Design mic_capture_sched_flat, sky130hd; sources not shown.
run_1/metal_stack.png
Two of the layers only.
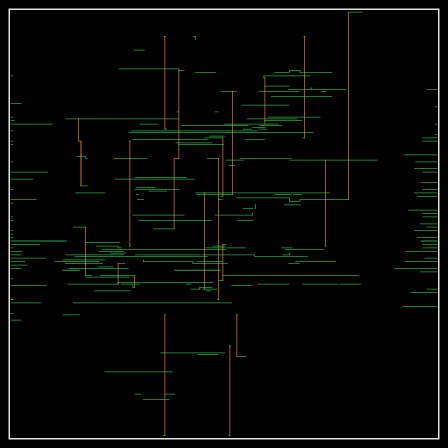
legend:
  green:
    layer: met3
    wire_length: 2200 um
  orange:
    layer: met4
    wire_length: 639 um
total via count after detailed routing: 9738
total global-route track usage: 20.7%
drt wl/cell: 17.5 um
wire length reported by the detailed router: 30800 um

run_1/pins.png
Pins as bars across the die edge, other pins in gray.
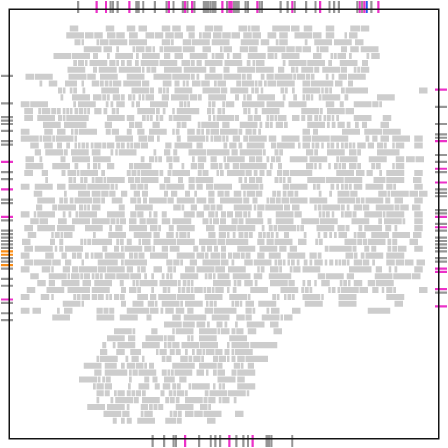
legend:
  magenta:
    port: bus_DMA_ADDR
    pins: 32
    direction: output
    edge: 15 top, 10 right, 4 left, 3 bottom
  blue:
    port: RESET
    pins: 1
    direction: input
    edge: top
  orange:
    port: bus_AS_ADDR
    pins: 3
    direction: input
    edge: left
all pins by edge: 54 top, 34 left, 32 right, 18 bottom
height of the die: 169 um
Die W: 169 um

run_1/cell_classes.png
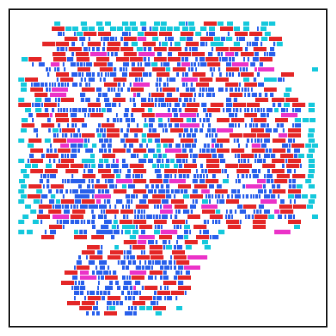
legend:
  red:
    class: flops
    cells: 264
  magenta:
    class: clock drivers and dummy loads
    cells: 50
  blue:
    class: all other logic
    cells: 938
  cyan:
    class: other buffers and delay cells
    cells: 179
number of placement rows: 58
fraction of the core area covered by cells at the end of the flow: 54.8%

run_1/final_congestion.png
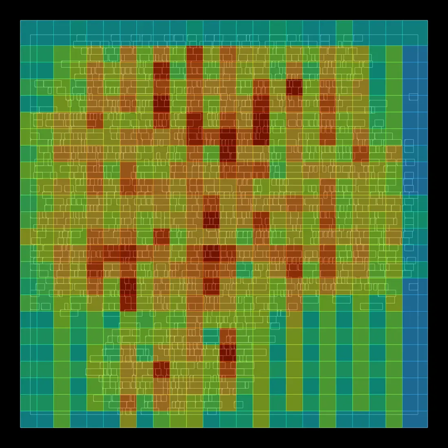
met1 usage: 28.2%
global-route met2 utilization: 33.7%

==> impl_metrics.yaml, run 1 <==
# physical design summary
power:
  power_frac_comb_pct: 22.6
  seqPwrFrac_pct: 40.3
  power_top_consumer: "sequential cells"
  total_power_uw: 9950
  seq-power_uw: 4010
yosys:
  synth-compound-area-share_pct: 16.8
  largest_area_cell: "dfxtp_1"
  synthArstFlopShare_pct: 0
  simple_gate_area_share_pct: 20.9
  postSynthSeqShare_pct: 47.3
  post_synth_tally_of_flip_flops_with_integrated_enable: 0
grt:
  grt_max_degree: 94
  grt_overflow_total: 0
  grt_first_pass_wirelength_um: 49400
clock_network:
  postcts_resize_cnt: 0
  ctsHtreeMaxLevel: 1
  cts_hold_buffers: 0
  clock_tree_from_tritoncts: "built"
  clk-insertion-delay-late_ps: 550
  cts_buffer_count: 27
worst_setup_path:
  worst-path-stages: 4
  crit_arrival_ps: 2250
  critical_path_launch_point_type: "register"
  worstPathCellList: "inv_1 > ha_1 > buf_4 > clkdlybuf4s50_1"
placed_design:
  place_ws_ps: -33.8
sta:
  final-setup-viol-count: 0
floorplan:
  num_io_pins: 138
cells_and_area:
  areaGrowthSynthToFinish_pct: 24.7
  comb.multi_input.count: 928
  finish.cell_count_without_fillers: 1762
  nNonClkBuffers: 179
status:
  run_status: "completed"
flow_run:
  maxCapViolations: 0
run_1/clock_map.png
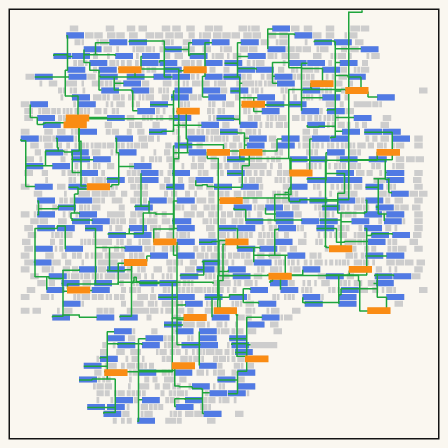

==> inputs of run 2 (changes only) <==
--- a/config.mk
+++ b/config.mk
@@ -7,9 +7,9 @@
 export LEC_CHECK = 0
 export CAP_MARGIN = 15
 export CORE_MARGIN = 4
-export CORE_UTILIZATION = 43
+export CORE_UTILIZATION = 55
 export DETAILED_ROUTE_END_ITERATION = 10
-export PLACE_DENSITY = 0.73
+export PLACE_DENSITY = 0.88
 export REMOVE_ABC_BUFFERS = 1
 export SYNTH_ARGS = -nofsm -noshare
 export SYNTH_HDL_FRONTEND = slang
run_2/clock_map.png
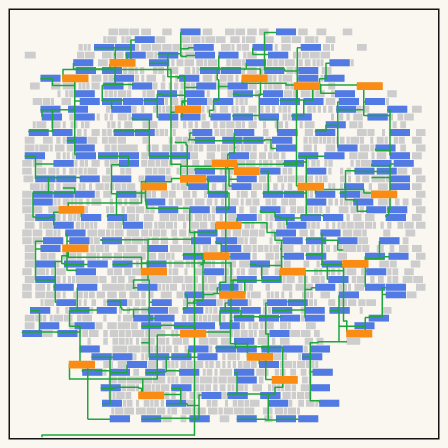
legend:
  orange:
    item: cells driving clock nets
    count: 26
  blue:
    item: flip-flops
    count: 264
  green:
    item: clock wires
    length: 2890 um
routed clock nets: 27
flops lie: all over the die
clk_lat worst skew: 530 ps
P_clk: 3420 uW
part of the power in the clock network: 35.2%

==> impl_metrics.yaml, run 2 <==
# physical design summary
cells_and_area:
  areaGrowthSynthToFinish_pct: 22.9
  comb.multi_input.count: 928
  nNonClkBuffers: 179
  utilization_pct: 69.6
  final_cell_area_mm2: 0.0137
  finish.cell_count_without_fillers: 1694
placed_design:
  place_ws_ps: -17.1
  place_inst: 1646
  postPlaceCellArea_mm2: 0.0128
worst_setup_path:
  worstPathCellList: "inv_1 > ha_1 > buf_4 > clkdlybuf4s50_1"
  crit_arrival_ps: 2250
  worst-path-stages: 4
  critical_path_launch_point_type: "register"
grt:
  grt_first_pass_wirelength_um: 50200
  global_route_met2_utilization_pct: 44.1
  top_usage_layer: "met2"
  grt_overflow_total: 0
  grt_max_degree: 85
  globalRouteMet1Util_pct: 36.1
  total_global_route_track_usage_pct: 27.0
routing:
  detail_route.wirelength_um: 31300
  vias: 10100
  post_drt_wl_per_cell_um: 18.5
  detailroute.wirelength.met2_um: 14700
floorplan:
  num_io_pins: 138
  die_x_um: 151
  height_of_the_die_um: 151
flow_run:
  maxCapViolations: 0
yosys:
  simple_gate_area_share_pct: 20.9
  synthArstFlopShare_pct: 0
  post_synth_tally_of_flip_flops_with_integrated_enable: 0
  yosys_cells: 1297
  post_synth_inst_count: 1297
  largest_area_cell: "dfxtp_1"
  postSynthSeqShare_pct: 47.3
  synth-compound-area-share_pct: 16.8
sta:
  final-setup-viol-count: 0
clock_network:
  ctsHtreeMaxLevel: 1
  postcts_resize_cnt: 0
power:
  power_frac_comb_pct: 23.3
  power_top_consumer: "sequential cells"
  total_power_uw: 9700
  seqPwrFrac_pct: 41.5
status:
  run_status: "completed"
==> inputs of run 3 (changes only) <==
--- a/config.mk
+++ b/config.mk
@@ -9,6 +9,7 @@
 export CORE_MARGIN = 4
 export CORE_UTILIZATION = 55
 export DETAILED_ROUTE_END_ITERATION = 10
+export GPL_TIMING_DRIVEN = 1
 export PLACE_DENSITY = 0.88
 export REMOVE_ABC_BUFFERS = 1
 export SYNTH_ARGS = -nofsm -noshare
==> constraint.sdc (replaced) <==
create_clock -name CLK -period 3.2 [get_ports CLK]
set_input_delay 0.48 -clock CLK [delete_from_list [all_inputs] [get_ports CLK]]
set_output_delay 0.48 -clock CLK [all_outputs]
set_load 0.05 [all_outputs]
==> impl_metrics.yaml, run 3 <==
# physical design summary
cells_and_area:
  comb.multi_input.count: 928
  areaGrowthSynthToFinish_pct: 21.8
  final_cell_area_mm2: 0.0136
  utilization_pct: 69.0
worst_setup_path:
  worstPathCellList: "inv_1 > ha_1 > inv_1 > nor2_1 > nand3_2 > or4_1 > or4_1 > a21oi_1"
grt:
  total_global_route_track_usage_pct: 26.1
  grt_first_pass_wirelength_um: 48600
  global_route_met2_utilization_pct: 41.6
  globalRouteMet1Util_pct: 36.1
  top_usage_layer: "met2"
clock_network:
  clock_tree_from_tritoncts: "built"
  postcts_resize_cnt: 0
  cts_hold_buffers: 0
  ctsHtreeMaxLevel: 1
placed_design:
  place_inst: 1638
power:
  seq-power_uw: 3650
  total_power_uw: 8550
  power.share.clock_pct: 33.8
  seqPwrFrac_pct: 42.7
  clock_power_uw: 2890
  power_frac_comb_pct: 23.5
floorplan:
  core.rowCount: 51
  num_io_pins: 138
yosys:
  yosys_cells: 1297
  post_synth_tally_of_flip_flops_with_integrated_enable: 0
  synth-compound-area-share_pct: 16.8
  post_synth_inst_count: 1297
status:
  run_status: "completed"
routing:
  vias: 10000
  detail_route.wirelength_um: 30100
  post_drt_wl_per_cell_um: 17.9
run_3/pins.png
Pins as bars across the die edge, other pins in gray.
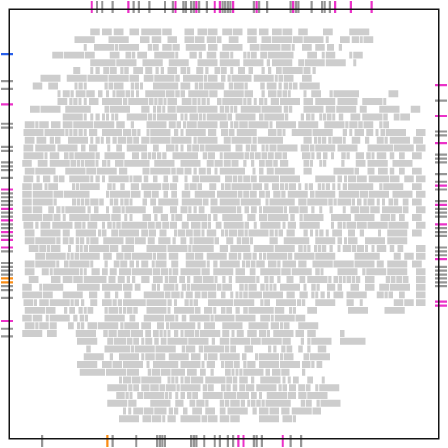
legend:
  magenta:
    port: bus_DMA_ADDR
    pins: 32
    direction: output
    edge: 12 top, 9 right, 8 left, 3 bottom
  blue:
    port: RESET
    pins: 1
    direction: input
    edge: left
  orange:
    port: bus_AS_ADDR
    pins: 3
    direction: input
    edge: 2 left, 1 bottom
all pins by edge: 40 left, 40 top, 34 right, 24 bottom
input/output buffers: 137
Die W: 151 um

Power and IR drop assume default switching activity.
